<file path="config.mk">
export PLATFORM = sky130hd
export DESIGN_NAME = sensor_bus_arbiter_flat
export DESIGN_NICKNAME = d
export VERILOG_FILES = /design/src/rtl/sensor_bus_arbiter_pkg.sv /design/src/rtl/sensor_bus_arbiter_if.sv /design/src/rtl/sensor_bus_arbiter_byte_mux2.sv /design/src/rtl/sensor_bus_arbiter.sv /design/src/flat_wrapper.sv
export SDC_FILE = /design/constraint.sdc
export NUM_CORES = 1
export LEC_CHECK = 0
export CAP_MARGIN = 5
export CORE_UTILIZATION = 45
export CTS_BUF_LIST = sky130_fd_sc_hd__clkbuf_4
export DETAILED_ROUTE_END_ITERATION = 16
export PLACE_DENSITY = 0.73
export SYNTH_ARGS = -nofsm -noshare
export SYNTH_HDL_FRONTEND = slang
export SYNTH_SLANG_ARGS = --single-unit
</file>
<file path="constraint.sdc">
create_clock -name clk -period 4.08 [get_ports clk]
set_input_delay 0.816 -clock clk [delete_from_list [all_inputs] [get_ports clk]]
set_output_delay 0.816 -clock clk [all_outputs]
set_load 0.02 [all_outputs]
</file>
<file path="src/rtl/sensor_bus_arbiter_pkg.sv">
// Shared definitions for the sensor bus arbiter: FSM encoding, channel
// indices and the default BUSY timeout.
package sensor_bus_arbiter_pkg;

    typedef enum logic [1:0] {
        ST_IDLE = 2'd0,
        ST_BUSY = 2'd1,
        ST_GAP  = 2'd2
    } state_t;

    localparam logic CH_HR   = 1'b0;   // heart-rate channel
    localparam logic CH_TEMP = 1'b1;   // temperature channel

    localparam int TIMEOUT_DEFAULT = 15;

    // One-hot grant/ack pattern for a channel index.
    function automatic logic [1:0] ch_onehot(input logic ch);
        return (ch == CH_TEMP) ? 2'b10 : 2'b01;
    endfunction

endpackage

</file>
<file path="src/rtl/sensor_bus_arbiter_if.sv">
// Sensor request/data inputs and the arbitrated bus handshake, bundled so
// the arbiter and its environment share one definition.
interface sensor_bus_arbiter_if;

    logic       req0;
    logic       req1;
    logic [7:0] data0;
    logic [7:0] data1;
    logic [1:0] ack;
    logic [1:0] grant;
    logic [7:0] bus_data;
    logic       bus_valid;
    logic       bus_ready;
    logic       timeout_err;
    logic [7:0] drop_cnt;

    // Arbiter side.
    modport master (
        input  req0, req1, data0, data1, bus_ready,
        output ack, grant, bus_data, bus_valid, timeout_err, drop_cnt
    );

    // Sensor channels and bus consumer side.
    modport slave (
        output req0, req1, data0, data1, bus_ready,
        input  ack, grant, bus_data, bus_valid, timeout_err, drop_cnt
    );

endinterface

</file>
<file path="src/rtl/sensor_bus_arbiter_byte_mux2.sv">
// Two-way byte selector feeding the arbiter's bus_data capture register.
module byte_mux2 (
    input  logic [7:0] i_a,
    input  logic [7:0] i_b,
    input  logic       i_sel,
    output logic [7:0] o_y
);

    assign o_y = i_sel ? i_b : i_a;

endmodule

</file>
<file path="src/rtl/sensor_bus_arbiter.sv">
// Round-robin arbiter granting one of two sensor channels onto a
// valid/ready byte bus, with BUSY timeout, owner-abort detection and a
// saturating count of aborted grants.
module sensor_bus_arbiter
    import sensor_bus_arbiter_pkg::*;
#(
    parameter int TIMEOUT = TIMEOUT_DEFAULT
) (
    input  logic                  clk,
    input  logic                  rst_n,
    sensor_bus_arbiter_if.master  bus
);

    // Timer value on the last allowed BUSY cycle.
    localparam logic [7:0] TIMER_LAST = 8'(TIMEOUT - 1);

    state_t     r_state;
    logic       r_last;
    logic [1:0] r_grant;
    logic [7:0] r_bus_data;
    logic [1:0] r_ack;
    logic       r_timeout_err;
    logic [7:0] r_drop_cnt;
    logic [7:0] r_timer;

    state_t     w_state_next;
    logic       w_last_next;
    logic [1:0] w_grant_next;
    logic [7:0] w_bus_data_next;
    logic [1:0] w_ack_next;
    logic       w_timeout_err_next;
    logic [7:0] w_drop_cnt_next;
    logic [7:0] w_timer_next;

    logic [1:0] w_req;
    logic       w_winner;
    logic       w_owner;
    logic       w_owner_req;
    logic [7:0] w_drop_sat;
    logic [7:0] w_mux_byte;
    logic       w_exit;

    assign w_req       = {bus.req1, bus.req0};
    // A lone request wins outright; on contention the channel not granted
    // last time takes the bus.
    assign w_winner    = (&w_req) ? ~r_last : w_req[CH_TEMP];
    assign w_owner     = r_grant[CH_TEMP] ? CH_TEMP : CH_HR;
    assign w_owner_req = w_req[w_owner];
    assign w_drop_sat  = (r_drop_cnt == 8'hFF) ? r_drop_cnt : r_drop_cnt + 8'd1;

    byte_mux2 u_byte_mux (
        .i_a   (bus.data0),
        .i_b   (bus.data1),
        .i_sel (w_winner),
        .o_y   (w_mux_byte)
    );

    // State and datapath registers; reset leaves channel 0 with priority.
    always_ff @(posedge clk or negedge rst_n) begin
        if (!rst_n) begin
            r_state       <= ST_IDLE;
            r_last        <= CH_TEMP;
            r_grant       <= 2'b00;
            r_bus_data    <= 8'h00;
            r_ack         <= 2'b00;
            r_timeout_err <= 1'b0;
            r_drop_cnt    <= 8'h00;
            r_timer       <= 8'h00;
        end else begin
            r_state       <= w_state_next;
            r_last        <= w_last_next;
            r_grant       <= w_grant_next;
            r_bus_data    <= w_bus_data_next;
            r_ack         <= w_ack_next;
            r_timeout_err <= w_timeout_err_next;
            r_drop_cnt    <= w_drop_cnt_next;
            r_timer       <= w_timer_next;
        end
    end

    // Next-state logic: arbitrate in IDLE, resolve handshake / timeout /
    // owner abort in BUSY (handshake first), then one idle GAP cycle.
    always_comb begin
        w_state_next       = r_state;
        w_last_next        = r_last;
        w_grant_next       = r_grant;
        w_bus_data_next    = r_bus_data;
        w_ack_next         = 2'b00;
        w_timeout_err_next = 1'b0;
        w_drop_cnt_next    = r_drop_cnt;
        w_timer_next       = r_timer;
        w_exit             = 1'b0;
        case (r_state)
            ST_IDLE: begin
                if (|w_req) begin
                    w_grant_next    = ch_onehot(w_winner);
                    w_bus_data_next = w_mux_byte;
                    w_timer_next    = 8'h00;
                    w_state_next    = ST_BUSY;
                end
            end
            ST_BUSY: begin
                if (bus.bus_ready) begin
                    w_ack_next = ch_onehot(w_owner);
                    w_exit     = 1'b1;
                end else if (r_timer == TIMER_LAST) begin
                    w_timeout_err_next = 1'b1;
                    w_drop_cnt_next    = w_drop_sat;
                    w_exit             = 1'b1;
                end else if (!w_owner_req) begin
                    w_drop_cnt_next = w_drop_sat;
                    w_exit          = 1'b1;
                end else begin
                    w_timer_next = r_timer + 8'd1;
                end
                if (w_exit) begin
                    w_state_next    = ST_GAP;
                    w_grant_next    = 2'b00;
                    w_bus_data_next = 8'h00;
                    w_timer_next    = 8'h00;
                    w_last_next     = w_owner;
                end
            end
            ST_GAP: begin
                w_state_next = ST_IDLE;
            end
            default: begin
                w_state_next = ST_IDLE;
            end
        endcase
    end

    assign bus.grant       = r_grant;
    assign bus.bus_data    = r_bus_data;
    assign bus.bus_valid   = (r_state == ST_BUSY);
    assign bus.ack         = r_ack;
    assign bus.timeout_err = r_timeout_err;
    assign bus.drop_cnt    = r_drop_cnt;

endmodule

</file>
<file path="src/flat_wrapper.sv">
// flat-port wrapper written by rule: the top's interface ports become plain ports
module sensor_bus_arbiter_flat import sensor_bus_arbiter_pkg::*;
#(
    parameter int TIMEOUT = TIMEOUT_DEFAULT
)
  (clk, rst_n, bus_req0, bus_req1, bus_data0, bus_data1, bus_bus_ready, bus_ack, bus_grant, bus_bus_data, bus_bus_valid, bus_timeout_err, bus_drop_cnt);
  sensor_bus_arbiter_if bus_i ();
  input  logic clk;
  input  logic rst_n;
  input wire logic [$bits(bus_i.req0)-1:0] bus_req0;
  input wire logic [$bits(bus_i.req1)-1:0] bus_req1;
  input wire logic [$bits(bus_i.data0)-1:0] bus_data0;
  input wire logic [$bits(bus_i.data1)-1:0] bus_data1;
  input wire logic [$bits(bus_i.bus_ready)-1:0] bus_bus_ready;
  output wire logic [$bits(bus_i.ack)-1:0] bus_ack;
  output wire logic [$bits(bus_i.grant)-1:0] bus_grant;
  output wire logic [$bits(bus_i.bus_data)-1:0] bus_bus_data;
  output wire logic [$bits(bus_i.bus_valid)-1:0] bus_bus_valid;
  output wire logic [$bits(bus_i.timeout_err)-1:0] bus_timeout_err;
  output wire logic [$bits(bus_i.drop_cnt)-1:0] bus_drop_cnt;
  assign bus_i.req0 = bus_req0;
  assign bus_i.req1 = bus_req1;
  assign bus_i.data0 = bus_data0;
  assign bus_i.data1 = bus_data1;
  assign bus_i.bus_ready = bus_bus_ready;
  assign bus_ack = bus_i.ack;
  assign bus_grant = bus_i.grant;
  assign bus_bus_data = bus_i.bus_data;
  assign bus_bus_valid = bus_i.bus_valid;
  assign bus_timeout_err = bus_i.timeout_err;
  assign bus_drop_cnt = bus_i.drop_cnt;
  sensor_bus_arbiter #(.TIMEOUT(TIMEOUT)) u_core (.clk(clk), .rst_n(rst_n), .bus(bus_i));
endmodule
</file>
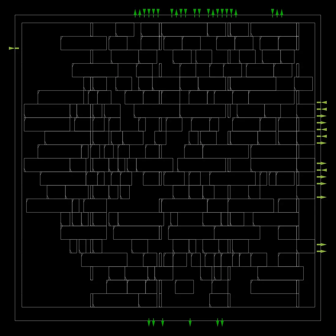
Figure 1: placement view.
Seq cells: 32
CORE AREA: 3363 sq um

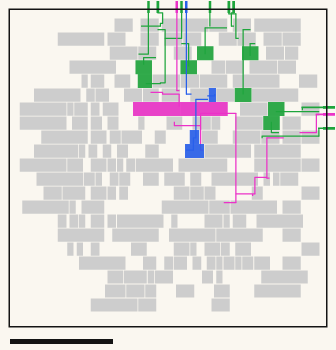
Figure 2: I/O nets highlighted.
Bar = 20 microns.
bus_req0: in blue, direction input, end cells 3, buffers 1, wire 32.8 microns. bus_data1: in green, direction input, end cells 8, buffers 8, wire 123 microns. bus_grant: in magenta, direction output, end cells 2, buffers 2, wire 93.5 microns.

==> impl_metrics.toml <==
# synthesis and place-and-route metrics
[synthesis]
synth-simple-area-share = 0.1843
ys_async_sr_fraction = 1.000
mappedNetlistArea_sq_um = 1589
synth_flops = 32
syn_nets = 160
seq_area_frac_synth = 0.5047
mux_area_frac = 0.09291
synth.cellmix.compoundShare = 0.1283
top_cell = "dfrtp_1"
synthesis.area_per_instance_sq_um = 11.68
synth_instances = 136
yosys_stat_area_sq_um = 1589
netlist_logic_family_top = "simple AND/OR/NAND/NOR gates"
area_share_of_the_leading_cell_type_in_the_synthesized_netlist = 0.4882

[timing]
final-hold-violation-count = 0
timing.fmax_ghz = 0.3790
final_critical_path_setup_slack_ns = 1.442
final-setup-viol-count = 0
clock-skew-final_ns = 0.02002
max-slew-margin-rel = 0.5610

[cells_and_area]
largestClassByArea = "sequential cells"
logic_gates = 98
layout.area.comb_sq_um = 760.7
layout-drive-gt1-share = 0.1257
area.growth.synth_to_final_pct = 32.60
diodes = 0
final_nets = 206
layout.core_utilization = 0.6265
non_clock_buffer_area_share = 0.2031
final_design_area_no_fill_sq_um = 2107
final_cells = 229
seqAreaFraction = 0.3806
comb-cell-share = 0.3610
layout_top_cells_excl_fill_tap = "clkdlybuf4s50_1 (42), dfrtp_1 (31), nand2_1 (11), a22o_1 (9)"

[critical_path]
reg2reg_to = "u_core.bus.bus_data[5]"
timing.rr.start = "u_core.r_timer[0]"
worstSetupEndpoint = "bus_bus_valid"
worst_path_largest_cell_delay_ns = 0.68
maximum_fanout_along_the_worst_path = 7
worstPathRequired_ns = 3.26

[clock_network]
cts_resized = 0
path_clk_slew_ns = 0.09
clock_tree_from_tritoncts = "built"
clock_insertion_delay_worst_skew_ns = 0.34

[power_and_ir_drop]
powerClk_uw = 170
vdd_ir_drop_max_mv = 0.2519
internal_power_uw = 790.1
p_per_area_nw_per_um2 = 603.8
power.sequential.total_uw = 486
clock_power_share = 0.133
proportion_of_total_power_due_to_net_switching = 0.3789
power_share_of_the_sequential_group = 0.382
maxPowerGroup = "combinational cells"
comb_power_share = 0.484
switchingPower_uw = 482.0
comb_cell_power_uw = 616

[die]
well_tap_count = 46
die_w_microns = 61.43

[global_routing]
grt_pass1_wl_mm = 5.416
grt_remaining_overflow = 0

[placed_design]
dp_cells = 221
post_detailed_placement_half_perimeter_wirelength_mm = 2.439
placed_cell_area_sq_um = 2056

[run_status]
status = "complete, no violations"

[min_path]
hold_path_startpoint = "u_core.bus.drop_cnt[7]"

[flow_run]
log.warning_count = 27

[drt]
drt_drc_violations_left = 0
dr_total_vias = 1245
route.antenna.remaining_nets = 0
[sequential cells by signal (all words and copies together) (netlist names)]
register,flops
u_core.r_last,1
u_core.bus.ack,2
u_core.r_timer,8
u_core.bus.grant,2
u_core.bus.drop_cnt,8
u_core.bus.bus_data,8
u_core.r_state,2
u_core.bus.timeout_err,1
[metal layers]
| layer | routed length [microns] | vias to the layer above | global-route usage |
|---|---|---|---|
| li1 | - | 595 | - |
| met1 | 1497 | 612 | 0.2844 |
| met2 | 1590 | 33 | 0.2966 |
| met3 | 172 | 5 | 0.06303 |
| met4 | 35 | 0 | 0.07619 |
| met5 | 0 | - | 0 |
